## src/rtl/alu_word_sequencer_if.sv

```systemverilog
// alu_word_sequencer_if: request, ALU and response bus bundle for the word sequencer
interface alu_word_sequencer_if #(
  parameter int WIDTH = 8,
  parameter int WORDS = 2
);
  logic                   req_valid;
  logic                   req_ready;
  logic [3:0]             req_op;
  logic [WIDTH*WORDS-1:0] req_a;
  logic [WIDTH*WORDS-1:0] req_b;
  logic [3:0]             req_flags;
  logic [WIDTH-1:0]       alu_a;
  logic [WIDTH-1:0]       alu_b;
  logic [3:0]             alu_func_op;
  logic [3:0]             alu_i_flags;
  logic                   alu_oe;
  logic [WIDTH-1:0]       alu_y;
  logic [3:0]             alu_o_flags;
  logic                   rsp_valid;
  logic                   rsp_ready;
  logic [WIDTH*WORDS-1:0] rsp_y;
  logic [3:0]             rsp_flags;
  logic                   busy;
  modport master (
    input  req_valid, req_op, req_a, req_b, req_flags, alu_y, alu_o_flags, rsp_ready,
    output req_ready, alu_a, alu_b, alu_func_op, alu_i_flags, alu_oe, rsp_valid, rsp_y, rsp_flags, busy
  );
  modport slave (
    output req_valid, req_op, req_a, req_b, req_flags, alu_y, alu_o_flags, rsp_ready,
    input  req_ready, alu_a, alu_b, alu_func_op, alu_i_flags, alu_oe, rsp_valid, rsp_y, rsp_flags, busy
  );
endinterface

```

## src/rtl/alu_word_sequencer.sv

```systemverilog
// alu_word_sequencer: drives a WIDTH-bit ALU once per word to build WORDS*WIDTH-bit results; ALU_SEQ_ZCHAIN_EN makes Z cover all words
module alu_word_sequencer #(
  parameter int WIDTH = 8,
  parameter int WORDS = 2
) (
  input logic clk,
  input logic rst,
  alu_word_sequencer_if.master bus
);
  localparam int IW = WORDS > 1 ? $clog2(WORDS) : 1;
  typedef enum logic [1:0] {IDLE, SETUP, SAMPLE, DONE} state_t;
  state_t state, state_n;
  logic [IW-1:0] idx;
  logic [WIDTH*WORDS-1:0] a_q, b_q, y_q;
  logic [3:0] op_q, f_q, chain_q;
  logic last, drive, z_out;
  assign last = idx == IW'(WORDS - 1);
`ifdef ALU_SEQ_ZCHAIN_EN
  logic z_q;
  // Z accumulates across words so only an all-zero wide result reports zero
  always_ff @(posedge clk)
    if (rst) z_q <= 1'b0;
    else if (state == IDLE && bus.req_valid) z_q <= 1'b1;
    else if (state == SAMPLE) z_q <= z_q & bus.alu_o_flags[0];
  assign z_out = z_q;
`else
  assign z_out = chain_q[0];
`endif
  // State register, request latch, per-word result capture and flag chain
  always_ff @(posedge clk)
    if (rst) begin
      state   <= IDLE;
      idx     <= '0;
      a_q     <= '0;
      b_q     <= '0;
      y_q     <= '0;
      op_q    <= '0;
      f_q     <= '0;
      chain_q <= '0;
    end else begin
      state <= state_n;
      if (state == IDLE && bus.req_valid) begin
        a_q  <= bus.req_a;
        b_q  <= bus.req_b;
        op_q <= bus.req_op;
        f_q  <= bus.req_flags;
        idx  <= '0;
      end
      if (state == SAMPLE) begin
        y_q[idx*WIDTH +: WIDTH] <= bus.alu_y;
        chain_q <= bus.alu_o_flags;
        if (!last) idx <= idx + 1'b1;
      end
    end
  // Next-state and output decode; ALU drives are only live in SETUP/SAMPLE
  always_comb begin
    state_n = state == IDLE   ? (bus.req_valid ? SETUP : IDLE) :
              state == SETUP  ? SAMPLE :
              state == SAMPLE ? (last ? DONE : SETUP) :
                                (bus.rsp_ready ? IDLE : DONE);
    drive           = state == SETUP || state == SAMPLE;
    bus.req_ready   = state == IDLE && !rst;
    bus.alu_a       = drive ? a_q[idx*WIDTH +: WIDTH] : '0;
    bus.alu_b       = drive ? b_q[idx*WIDTH +: WIDTH] : '0;
    bus.alu_func_op = drive ? op_q : '0;
    bus.alu_i_flags = drive ? (idx == '0 ? f_q : chain_q) : '0;
    bus.alu_oe      = state == SAMPLE;
    bus.rsp_valid   = state == DONE;
    bus.rsp_y       = y_q;
    bus.rsp_flags   = {chain_q[3:1], z_out};
    bus.busy        = state != IDLE;
  end
endmodule

```

## src/flat_wrapper.sv

```systemverilog
// flat-port wrapper written by rule: the top's interface ports become plain ports
module alu_word_sequencer_flat 
#(
  parameter int WIDTH = 8,
  parameter int WORDS = 2
)
  (clk, rst, bus_req_valid, bus_req_op, bus_req_a, bus_req_b, bus_req_flags, bus_alu_y, bus_alu_o_flags, bus_rsp_ready, bus_req_ready, bus_alu_a, bus_alu_b, bus_alu_func_op, bus_alu_i_flags, bus_alu_oe, bus_rsp_valid, bus_rsp_y, bus_rsp_flags, bus_busy);
  alu_word_sequencer_if #(.WIDTH(WIDTH), .WORDS(WORDS)) bus_i ();
  input logic clk;
  input logic rst;
  input wire logic [$bits(bus_i.req_valid)-1:0] bus_req_valid;
  input wire logic [$bits(bus_i.req_op)-1:0] bus_req_op;
  input wire logic [$bits(bus_i.req_a)-1:0] bus_req_a;
  input wire logic [$bits(bus_i.req_b)-1:0] bus_req_b;
  input wire logic [$bits(bus_i.req_flags)-1:0] bus_req_flags;
  input wire logic [$bits(bus_i.alu_y)-1:0] bus_alu_y;
  input wire logic [$bits(bus_i.alu_o_flags)-1:0] bus_alu_o_flags;
  input wire logic [$bits(bus_i.rsp_ready)-1:0] bus_rsp_ready;
  output wire logic [$bits(bus_i.req_ready)-1:0] bus_req_ready;
  output wire logic [$bits(bus_i.alu_a)-1:0] bus_alu_a;
  output wire logic [$bits(bus_i.alu_b)-1:0] bus_alu_b;
  output wire logic [$bits(bus_i.alu_func_op)-1:0] bus_alu_func_op;
  output wire logic [$bits(bus_i.alu_i_flags)-1:0] bus_alu_i_flags;
  output wire logic [$bits(bus_i.alu_oe)-1:0] bus_alu_oe;
  output wire logic [$bits(bus_i.rsp_valid)-1:0] bus_rsp_valid;
  output wire logic [$bits(bus_i.rsp_y)-1:0] bus_rsp_y;
  output wire logic [$bits(bus_i.rsp_flags)-1:0] bus_rsp_flags;
  output wire logic [$bits(bus_i.busy)-1:0] bus_busy;
  assign bus_i.req_valid = bus_req_valid;
  assign bus_i.req_op = bus_req_op;
  assign bus_i.req_a = bus_req_a;
  assign bus_i.req_b = bus_req_b;
  assign bus_i.req_flags = bus_req_flags;
  assign bus_i.alu_y = bus_alu_y;
  assign bus_i.alu_o_flags = bus_alu_o_flags;
  assign bus_i.rsp_ready = bus_rsp_ready;
  assign bus_req_ready = bus_i.req_ready;
  assign bus_alu_a = bus_i.alu_a;
  assign bus_alu_b = bus_i.alu_b;
  assign bus_alu_func_op = bus_i.alu_func_op;
  assign bus_alu_i_flags = bus_i.alu_i_flags;
  assign bus_alu_oe = bus_i.alu_oe;
  assign bus_rsp_valid = bus_i.rsp_valid;
  assign bus_rsp_y = bus_i.rsp_y;
  assign bus_rsp_flags = bus_i.rsp_flags;
  assign bus_busy = bus_i.busy;
  alu_word_sequencer #(.WIDTH(WIDTH), .WORDS(WORDS)) u_core (.clk(clk), .rst(rst), .bus(bus_i));
endmodule
```

## config.mk

```make
export PLATFORM = sky130hd
export DESIGN_NAME = alu_word_sequencer_flat
export DESIGN_NICKNAME = d
export VERILOG_FILES = /design/src/rtl/alu_word_sequencer_if.sv /design/src/rtl/alu_word_sequencer.sv /design/src/flat_wrapper.sv
export SDC_FILE = /design/constraint.sdc
export NUM_CORES = 1
export LEC_CHECK = 0
export CORE_MARGIN = 2
export CORE_UTILIZATION = 44
export DETAILED_ROUTE_END_ITERATION = 8
export DONT_BUFFER_PORTS = 1
export GPL_TIMING_DRIVEN = 0
export HOLD_SLACK_MARGIN = 0.1
export PLACE_DENSITY_LB_ADDON = 0.25
export SYNTH_ARGS = -nofsm -noshare
export SYNTH_HDL_FRONTEND = slang
export SYNTH_SLANG_ARGS = --single-unit
```

## constraint.sdc

```tcl
create_clock -name clk -period 2.9 [get_ports clk]
set_input_delay 0.58 -clock clk [delete_from_list [all_inputs] [get_ports clk]]
set_output_delay 0.58 -clock clk [all_outputs]
set_load 0.01 [all_outputs]
```

==> results.yml, run 1 <==
# generated from flow reports
critical_path:
  crit_path_end_kind: "output pin"
  crit_fanout: 10
  critical_path_class: "flip-flop to output pin"
  rr_worst_depth: 7
  r2r_start: "u_core.state[0]"
  timing.rr.end: "u_core.state[0]"
  critical_path.startpoint_type: "flip-flop"
  rrSetupSlack_ns: 1.43
  cp.arrival_ns: 1.94
  startpoint: "u_core.state[0]"
  required_ns: 2.32
timing:
  rsz0062_at_grt: "no"
  worst_slew_pin_slew_ns: 0.617
  hold_violations: 0
  maxSlewViolCount: 0
  min_period_ns: 2.52
  skew_ns: 0.00686
  timing.fmax_mhz: 396
  finalSetupTns_ns: 0
  finalSetupViolations: 0
  fin_crit_sh_pct: 87.0
  slew_headroom_pct: 58.9
synthesis:
  yosysTopAreaCellShare_pct: 47.1
  async_flop_share_pct: 0
  synth.distinct_cells: 17
  edf_count: 0
  ff_type: "dfxtp_1"
  top_area_cell: "dfxtp_1"
  synthTopCellsByCount: "nand2_1, dfxtp_1, a21oi_1"
  seq_area_frac_synth_pct: 47.1
  ys_area_um2: 2680
  synth_area_um2: 2680
  ys_cells: 321
  avgSynthCellArea_um2: 8.35
  yosysMostFrequentCell: "nand2_1"
  yosys_warnings: 0
  numSynthFlops: 63
  synth_cells: 321
  syn_nets: 382
  ys_top_cells_by_area: "dfxtp_1, nand2_1, mux2i_1, a21oi_1, nor2b_1"
min_path:
  worstHoldEndpoint: "u_core.f_q[0]"
  worstHoldStart: "bus_req_flags[0]"
  hp-class: "input port to flip-flop"
  holdPathStages: 2
place:
  place_congestion: 0.766
  dpl_cell_area_um2: 2770
  dp_hpwl_mm: 4.73
  io_buffers: 0
floorplan:
  core_area_um2: 5920
  rows: 28
  pin_count: 104
  fp.dieW_um: 82.0
  fp_util_pct: 45.3
  die_area_um2: 6730
  die_h_um: 82.0
outcome:
  status: "finished clean"
cells_and_area:
  layout-drive-gt1-share_pct: 9.23
  area_growth_pct: 9.57
  final_net_count: 393
  design_area_um2: 2940
  diodes: 0
clocking:
  postCtsSetupBuffers: 0
  clock_latency_ns: 0.34
  cts_sinks: 63
  cts_resized: 0
  clkTransAtPathRegs_ns: 0.07
  ctsHoldBuffers: 0
  cts_tree: "yes"
  htree_num_levels: 3
  clock_tree.buffer_depth: 2
  cts_buffers: 9
  cts_root_buf: "clkbuf_8"
power_and_ir_drop:
  power.total_mw: 1.87
  total_leakage_power_nw: 1.05
  power-per-cell-area_nw_per_um2: 637
  vdd_ir_drop_max_mv: 0.364
global_route:
  grt_pass1_vias: 2071
  grt-ovfl-total: 0
  antenna_found_initial: 0
  grt_first_pass_wirelength_mm: 10.1
  grt_max_degree: 11
route:
  dr.first_iter.drc_count: 56
  drt-vias-per-instance: 5.18
  post-route-drc-count: 0
  ant_nets: 0
  drt-pass1-iter-count: 4
run:
  maxCapViolations: 0
  warnings: 30
## run 1: worst max-delay path by stage
stage / cells past startpoint / slack (ns) / to
floorplan: 4 / 1.15 / bus_alu_a[1]
global placement: 4 / 0.75 / bus_alu_a[0]
detailed placement: 4 / 0.73 / bus_alu_b[3]
CTS: 4 / 0.36 / bus_alu_b[3]
global route: 4 / 0.25 / bus_alu_b[3]
finish: 4 / 0.38 / bus_alu_i_flags[1]
## run 1: layer usage
| layer | up-vias | global-route usage, % | wire length, µm |
|---|---|---|---|
| li1 | 1061 | - | - |
| met1 | 978 | 24.5 | 2800 |
| met2 | 78 | 31.6 | 3050 |
| met3 | 13 | 9.56 | 617 |
| met4 | 0 | 8.50 | 95 |
| met5 | - | 0 | 0 |
## run 1: sequential cells by signal, indices dropped and copies added, names as in the netlist
register and count:
u_core.bus.rsp_y 16, u_core.op_q 4, u_core.f_q 4, u_core.bus.rsp_flags 4
u_core.b_q 16, u_core.state 2, u_core.a_q 16, u_core.idx 1
## run 1: where the power goes
part           total, mW  internal [mW]  switching (mW)  leakage (nW)
clock              0.648          0.321           0.327        0.0914
combinational      0.274          0.107           0.167         0.442
sequential         0.948          0.918          0.0307         0.515
## run 1: critical path: stages, from the launching register on
cell and delay, ns:
dfxtp_1 0.37, inv_1 0.09, ha_1 0.39, clkbuf_1 0.42, nor2b_1 0.33
## run 1: cells by family (layout without fill, tap and decap cells)
logic type | count (synthesis) | in the layout | share of synthesized area [%]
compound gates | 51 | 51 | 9.52
fa+ha+maj | 5 | 5 | 2.33
buf+inv | 27 | 42 | 6.07
flops | 63 | 63 | 47.1
mux | 32 | 32 | 12.0
simple gates | 143 | 143 | 23.1
## run 1: per-stage QoR
step	hold WS [ns]	util, %	worst slack [ns]	std cells
2_1_floorplan	0.432	-	1.15	321
3_3_place_gp	0.438	46.9	0.750	396
3_5_place_dp	0.442	46.9	0.732	396
4_1_cts	0.361	49.6	0.361	411
5_1_grt	0.354	49.6	0.247	411
6_report	0.369	49.6	0.377	411
## run 1: area by class of cell
class	instances	area [µm²]
clock inverter	5	25.0
clock buffer	10	138
sequential	63	1260
inverter	3	11.3
fill	602	2980
tap	75	93.8
multi-input combinational	231	1260
buffer	24	151
## run 1: placed cells by master (no fill, tap or decap), drive strengths merged
cell,count
dfxtp,63
nor2,15
mux2i,32
clkinv,5
nor2b,21
nand2b,2
and2,5
nand2,91
buf,17
nor3,1
nand3,8
clkbuf,17
inv,3
ha,5
a21oi,51
**Run 1: metal layers overlaid**

The bar under the picture is 20 µm long. Only two layers are drawn.
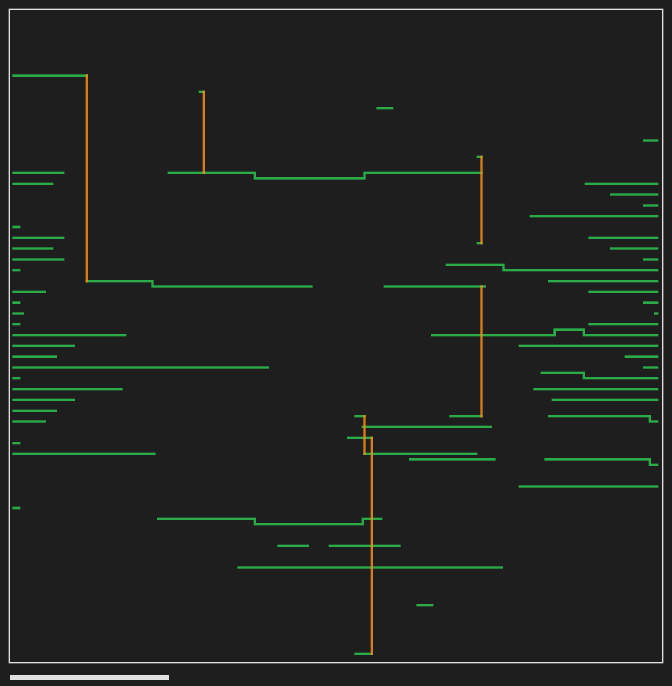
[met3] green | wire length: 618 µm
[met4] orange | wire length: 95.2 µm
DR vias: 2,130
drt wl/cell: 16.0 µm
GRT Util Overall: 20.5%
Total Routed Length: 6.56 mm

**Run 1: zoomed window**

The bar under the picture is 5 µm long. Region (52, 52) to (72, 72) µm. Cells in gray, sequential cells in the stronger gray; small squares are vias.
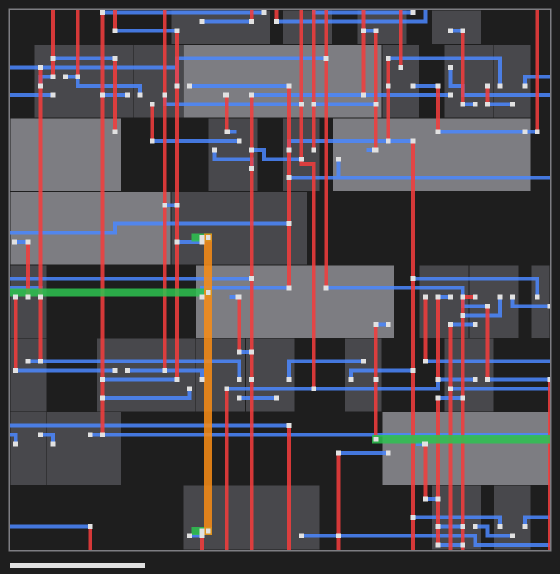
[met2] red
[met4] orange
[met3] green
[met1] blue
netlist names of flops here include: `u_core.bus.rsp_y` (6)
cells with their middle in the window: 29
sequential cells in the window: 6
most frequent: nand2_1 (6), dfxtp_1 (6), a21oi_1 (5)

**Run 1: wiring heat map**

The die is cut into 16 by 16 equal tiles; white is low, dark blue is high, scaled to the fullest tile. Values are wire area over tile area, all layers added.
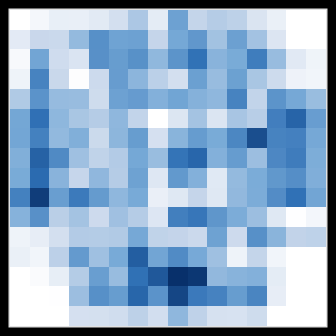
fullest tile: 0.43
nearly empty tiles: 9.4%
tiles over half the peak: 34%
mean over tiles: 0.16

**Run 1: routing congestion map**

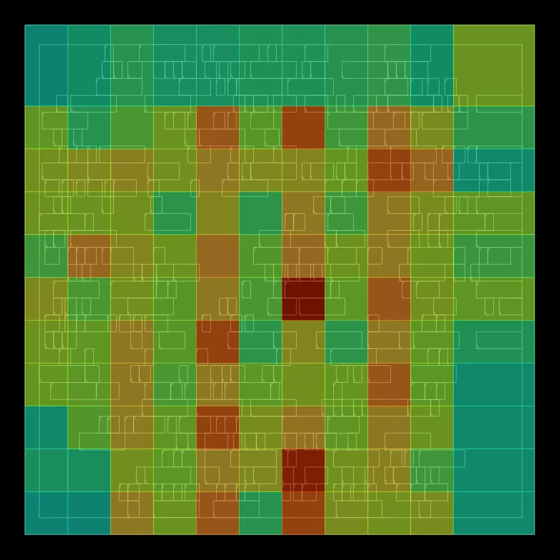
GR peak layer: met2
GRT met3 Usage: 9.56%
grt met2 use: 31.6%
met1 Use GR: 24.5%
Util after Layout: 49.6%

## Run 2: what changed since run 1
- clock period: 2.9 -> 2.6 ns (I/O delays scaled with it)
==> run 2 against run 1 <==
Against the previous run:
- non-clock buffer count stayed put
- critical path type unchanged
- worst setup slack lost 0.24 ns
- first-iteration DRC count stayed put
- power up 12%
- largest power group unchanged
- area after synthesis unchanged
- die area did not move
==> results.yml, run 2 <==
# generated from flow reports
timing:
  finalSetupTns_ns: 0
  rsz0062_at_grt: "no"
  slew_headroom_pct: 58.9
  worst_slew_pin_slew_ns: 0.617
  timing.fmax_mhz: 406
  fin_crit_sh_pct: 94.7
  skew_ns: 0.00686
  maxSlewViolCount: 0
  finalSetupViolations: 0
  min_period_ns: 2.46
  hold_violations: 0
critical_path:
  crit_fanout: 10
  crit_buf_inv: 2
  required_ns: 2.08
  crit_path_end_kind: "output pin"
  cp.arrival_ns: 1.94
  max_stage_delay_ns: 0.42
  cp_slowest_cell: "clkbuf_1"
  crit_chain: "inv_1 > ha_1 > clkbuf_1 > nor2b_1"
  cp_top_family: "buffers and inverters"
  critical_path.startpoint_type: "flip-flop"
  critical_path_class: "flip-flop to output pin"
route:
  ant_nets: 0
  vias: 2130
  drt-pass1-iter-count: 4
  wl_per_cell_um: 16.0
  drt-vias-per-instance: 5.18
  dr.first_iter.drc_count: 56
  routed_wl_mm: 6.56
  post-route-drc-count: 0
clocking:
  cts_tree: "yes"
  cts_resized: 0
  htree_num_levels: 3
  ctsHoldBuffers: 0
  cts_buffers: 9
  cts_sinks: 63
  clock_tree.buffer_depth: 2
  cts_root_buf: "clkbuf_8"
  postCtsSetupBuffers: 0
  clock_latency_ns: 0.34
  clkTransAtPathRegs_ns: 0.07
floorplan:
  fp_util_pct: 45.3
  pin_count: 104
  die_area_um2: 6730
  die_h_um: 82.0
  core_area_um2: 5920
  rows: 28
  fp.dieW_um: 82.0
synthesis:
  top_area_cell: "dfxtp_1"
  yosysTopAreaCellShare_pct: 47.1
  ys_area_um2: 2680
  avgSynthCellArea_um2: 8.35
  yosysMostFrequentCell: "nand2_1"
  ff_type: "dfxtp_1"
  ys_top_cells_by_area: "dfxtp_1, nand2_1, mux2i_1, a21oi_1, nor2b_1"
  async_flop_share_pct: 0
  ys_cells: 321
  synth_cells: 321
  synth_area_um2: 2680
  synth.distinct_cells: 17
  seq_area_frac_synth_pct: 47.1
  synthTopCellsByCount: "nand2_1, dfxtp_1, a21oi_1"
  edf_count: 0
  syn_nets: 382
  yosys_warnings: 0
  numSynthFlops: 63
cells_and_area:
  layout-drive-gt1-share_pct: 9.23
  area_growth_pct: 9.57
  diodes: 0
  design_area_um2: 2940
  final_common_cell: "nand2_1"
  final_cell_mix: "nand2_1, dfxtp_1, a21oi_1"
  final_net_count: 393
global_route:
  grt_pass1_vias: 2071
  grt_max_degree: 11
  antenna_found_initial: 0
  grt-ovfl-total: 0
  grt_first_pass_wirelength_mm: 10.1
  gr-usage-all-layers_pct: 20.5
place:
  io_buffers: 0
  place_congestion: 0.766
  dp_hpwl_mm: 4.73
  dpl_cell_area_um2: 2770
power_and_ir_drop:
  power.total_mw: 2.09
  total_leakage_power_nw: 1.05
  power-per-cell-area_nw_per_um2: 710
  vdd_ir_drop_max_mv: 0.406
run:
  warnings: 30
  maxCapViolations: 0
min_path:
  hp-class: "input port to flip-flop"
outcome:
  status: "finished clean"
-- run 2: cell counts after synthesis --
Identical to the previous run, type by type.
-- run 2: logic make-up after synthesis --
logic type	synth area share, %
adders and majority gates	2.33
and+or+nand+nor	23.1
AOI/OAI and AO/OA	9.52
buffers and inverters	6.07
muxes	12.0
DFF	47.1
-- run 2: where the power goes --
group,total [mW],internal [mW],switching (mW)
clock network,0.723,0.358,0.365
registers,1.06,1.02,0.0342
logic,0.306,0.119,0.186
total,2.09,1.50,0.586
-- run 2: metal layers --
layer,track usage [%],wire (µm),up-vias
li1,-,-,1061
met1,24.5,2800,978
met2,31.6,3050,78
met4,8.50,95,0
met3,9.56,617,13
met5,0,0,-
-- run 2: worst register-to-register path, stage by stage, from the launching register on --
cell,delay [ns]
dfxtp_1,0.37
inv_1,0.09
ha_1,0.27
and2_1,0.16
buf_4,0.15
buf_6,0.14
a21oi_1,0.12
nor2_1,0.05
-- run 2: path summary, 6_finish.rpt --
kind / slack (ns) / cells past startpoint / end / startpoint
min reg2reg: 0.45 / 2 / u_core.op_q[0] / u_core.op_q[0]
max reg2reg: 1.13 / 7 / u_core.state[0] / u_core.state[0]
min: 0.31 / 2 / u_core.f_q[0] / bus_req_flags[0]
max: 0.14 / 4 / bus_alu_i_flags[1] / u_core.state[0]
-- run 2: cell type report --
type / instances / area (µm²)
fill: 602 / 2980
sequential: 63 / 1260
multi-input combinational: 231 / 1260
buffer: 24 / 151
clock buffer: 10 / 138
tap: 75 / 93.8
clock inverter: 5 / 25.0
inverter: 3 / 11.3
-- run 2: per-stage QoR --
stage               std cells  hold slack [ns]  worst slack, ns  util, %
floorplan                 321            0.432            0.914        -
global placement          396            0.438            0.510     46.9
detailed placement        396            0.442            0.492     46.9
CTS                       411            0.301            0.121     49.6
global route              411            0.294          0.00718     49.6
finish                    411            0.309            0.137     49.6
**Run 2: metal layers overlaid**

The bar under the picture is 20 µm long. Only two layers are drawn.
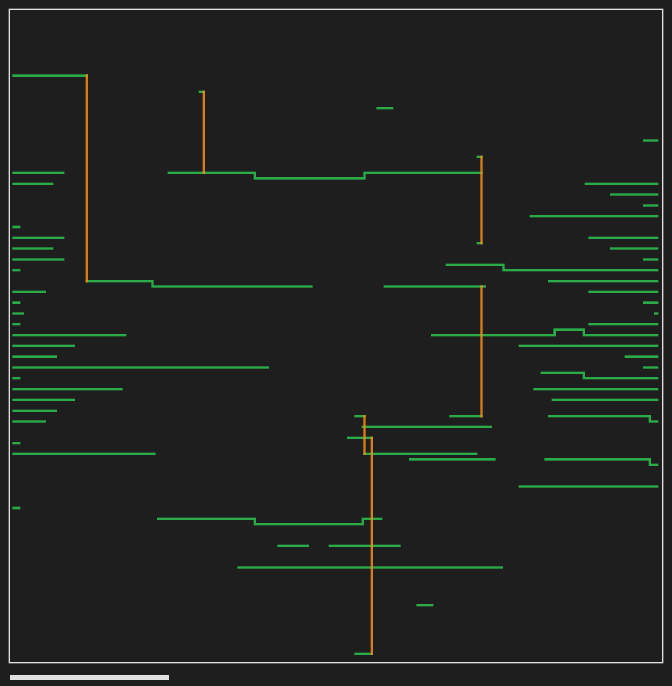
[met4] orange | wire length: 95.2 µm
[met3] green | wire length: 618 µm

**Run 2: signal wires on met1**

The bar under the picture is 20 µm long. Cells faint in the background.
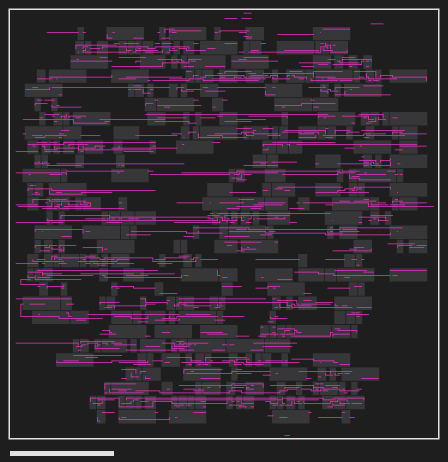
share of all routed wire: 43%
wire length on this layer: 2,800 µm
main direction: horizontal
nets with wire on the layer: 348
longest straight run: 35.0 µm

**Run 2: routing congestion map**

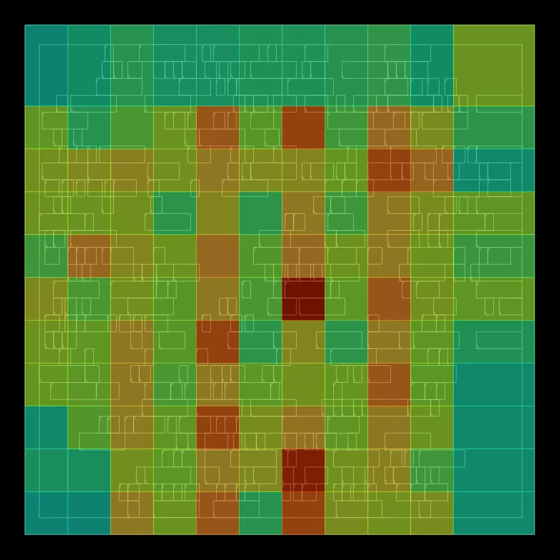

## Run 3: what changed since run 2
- GPL_TIMING_DRIVEN: 0 -> not set
==> run 3 against run 2 <==
Against the previous run:
- sequential power hardly changed
- count of clock-buffer cells in the layout is 1 lower
- worst setup slack better by 0.12 ns
- largest cell class unchanged
- global-route usage is 3.1 points lower
- register-to-register slack worse by 0.32 ns
- flip-flop count stayed put
- synthesized cell count stayed put
- final cell count is 3.9% lower
- critical endpoint unchanged
==> results.yml, run 3 <==
# generated from flow reports
global_route:
  grt_max_degree: 65
  antenna_found_initial: 0
  grt_first_pass_wirelength_mm: 8.69
  grt_pass1_vias: 1882
  grt-ovfl-total: 0
route:
  drt-pass1-iter-count: 4
  post-route-drc-count: 0
  dr.first_iter.drc_count: 79
  drt-vias-per-instance: 5.15
  ant_nets: 0
power_and_ir_drop:
  internal_power_mw: 1.67
  power_frac_comb_pct: 10.9
  total_leakage_power_nw: 1.01
  swShare_pct: 26.1
  power-per-cell-area_nw_per_um2: 779
  power_frac_seq_pct: 47.4
  vdd_ir_drop_max_mv: 0.396
  pwr-share-clk_pct: 41.7
  power.total_mw: 2.26
  power_switching_mw: 0.589
synthesis:
  synthTopCellsByCount: "nand2_1, dfxtp_1, a21oi_1"
  top_area_cell: "dfxtp_1"
  yosys_warnings: 0
  syn_nets: 382
  async_flop_share_pct: 0
  yosysTopAreaCellShare_pct: 47.1
  ys_area_um2: 2680
  synth_cells: 321
  numSynthFlops: 63
  yosysMostFrequentCell: "nand2_1"
  ys_cells: 321
  ff_type: "dfxtp_1"
  seq_area_frac_synth_pct: 47.1
  ys_top_cells_by_area: "dfxtp_1, nand2_1, mux2i_1, a21oi_1, nor2b_1"
  avgSynthCellArea_um2: 8.35
  synth_area_um2: 2680
  edf_count: 0
  synth.distinct_cells: 17
floorplan:
  fp.dieW_um: 82.0
  core_area_um2: 5920
  pin_count: 104
  die_area_um2: 6730
  rows: 28
  fp_util_pct: 45.3
  die_h_um: 82.0
timing:
  whs_ns: 0.239
  slew_headroom_pct: 41.1
  min_period_ns: 2.34
  finalSetupTns_ns: 0
  maxSlewViolCount: 0
  postLayoutSetupSlackWorst_ns: 0.256
  timing.fmax_mhz: 427
  rsz0062_at_grt: "no"
  skew_ns: 0.00782
  worst_slew_pin_slew_ns: 0.883
  hold_violations: 0
  fin_crit_sh_pct: 90.1
  finalSetupViolations: 0
clocking:
  cts_buffers: 9
  ctsHoldBuffers: 0
  cts_root_buf: "clkbuf_8"
  postCtsSetupBuffers: 0
  cts_sinks: 63
  clock_tree.buffer_depth: 2
  clkTransAtPathRegs_ns: 0.07
  clock_latency_ns: 0.35
  cts_tree: "yes"
  htree_num_levels: 3
  cts_resized: 0
cells_and_area:
  final_cell_mix: "nand2_1, dfxtp_1, a21oi_1"
  layout-drive-gt1-share_pct: 7.50
  instances_no_fill: 395
  diodes: 0
  fin_util_pct: 48.9
  final_net_count: 376
  area_growth_pct: 8.12
  final_common_cell: "nand2_1"
  design_area_um2: 2900
run:
  maxCapViolations: 0
  warnings: 30
critical_path:
  crit_buf_inv: 2
  rrSetupSlack_ns: 0.81
  rr_worst_depth: 4
  critical_path.startpoint_type: "flip-flop"
  cp.arrival_ns: 1.82
  crit_fanout: 13
  crit_chain: "inv_1 > ha_1 > buf_4 > nor2b_1"
  r2r_start: "u_core.idx"
  required_ns: 2.08
  startpoint: "u_core.state[1]"
  cp_slowest_cell: "ha_1"
  timing.rr.end: "u_core.bus.rsp_y[0]"
  critical_path_class: "flip-flop to output pin"
  cp_top_family: "adder cells"
  crit_path_end_kind: "output pin"
  max_stage_delay_ns: 0.49
min_path:
  worstHoldStart: "rst"
  worstHoldEndpoint: "u_core.b_q[0]"
  holdPathStages: 1
  hp-class: "input port to flip-flop"
place:
  place_congestion: 0.734
  io_buffers: 0
  dpl_cell_area_um2: 2680
  dp_hpwl_mm: 3.70
  dp_slack_ns: 0.634
  dp_cells: 379
outcome:
  status: "finished clean"
==> run 3: cell types whose count changed in the layout (fill, tap and decap cells not counted), sizes merged <==
| cell | delta |
|---|---|
| bufinv | +2 |
| clkinv | -2 |
| clkinvlp | +2 |
| buf | -10 |
| clkbuf | -8 |
==> run 3: power by group through the flow <==
| stage | Combinational, mW | Clock (mW) | Sequential (mW) |
|---|---|---|---|
| final | 0.246 | 0.941 | 1.07 |
| after global routing | 0.282 | 1.01 | 1.08 |
| after CTS | 0.250 | 0.959 | 1.07 |
| after detailed placement | 0.249 | 0 | 1.09 |
| after global placement | 0.245 | 0 | 1.09 |
| after floorplan | 0.240 | 0 | 1.07 |
==> run 3: how the worst max path moves through the flow <==
stage               cells past startpoint  slack [ns]                  to
global route                            4        0.13        bus_alu_a[3]
global placement                        4        0.67  bus_alu_i_flags[2]
finish                                  4        0.26  bus_alu_i_flags[1]
floorplan                               4        0.91        bus_alu_a[1]
detailed placement                      4        0.63  bus_alu_i_flags[2]
CTS                                     4        0.25        bus_alu_a[3]
==> run 3: routing by layer <==
| metal | vias to the layer above | GRT usage, % | wire (µm) |
|---|---|---|---|
| li1 | 1033 | - | - |
| met1 | 933 | 20.4 | 2510 |
| met2 | 59 | 27.2 | 2580 |
| met3 | 9 | 7.25 | 476 |
| met4 | 0 | 8.50 | 110 |
| met5 | - | 0 | 0 |
==> run 3: cell type report <==
cell class	count	area [µm²]
clock inverters	7	97.6
clock buffers	9	124
flip-flops and latches	63	1260
fillers	596	3020
well taps	75	93.8
repair buffers	7	52.6
multi-input cells	231	1260
inverters	3	11.3
==> run 3: kinds of logic after synthesis <==
kind of cell	Yosys count	synth area share (%)
fa+ha+maj	5	2.33
simple gates	143	23.1
flops	63	47.1
mux	32	12.0
compound gates	51	9.52
buf+inv	27	6.07
**Run 3: signal wires on met1**

The bar under the picture is 20 µm long. Cells faint in the background.
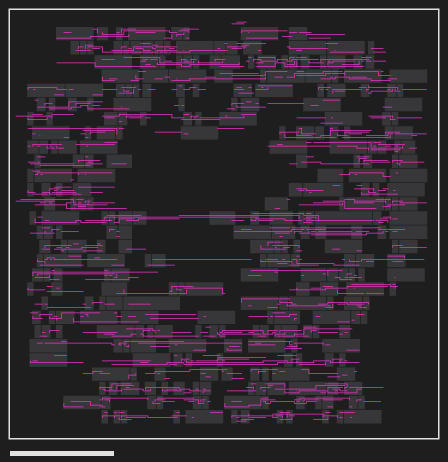
share of all routed wire: 44%
nets with wire on the layer: 338
longest straight run: 29.4 µm
Total Routed Length: 5.67 mm
met1 Use GR: 20.4%
DR vias: 2,034

**Run 3: wiring heat map**

The die is cut into 16 by 16 equal tiles; white is low, dark blue is high, scaled to the fullest tile. Values are wire area over tile area, all layers added.
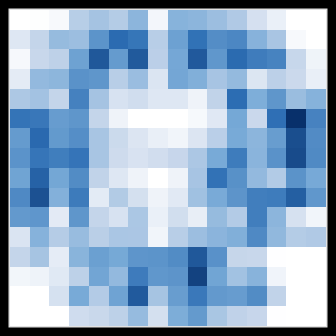
emptiest ninth of the die: center
tiles over half the peak: 35%
fullest tile: 0.37
mean over tiles: 0.14
nearly empty tiles: 9.4%
GRT Util Overall: 17.3%
drt wl/cell: 14.4 µm

**Run 3: metal layers overlaid**

The bar under the picture is 20 µm long. Only two layers are drawn.
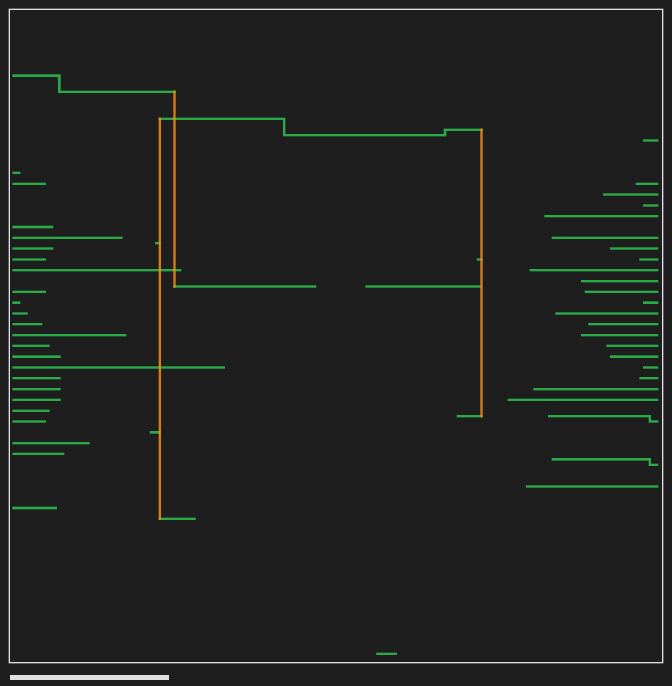
[met4] orange | wire length: 111 µm
[met3] green | wire length: 476 µm

Power is estimated from default activity; no workload was simulated.
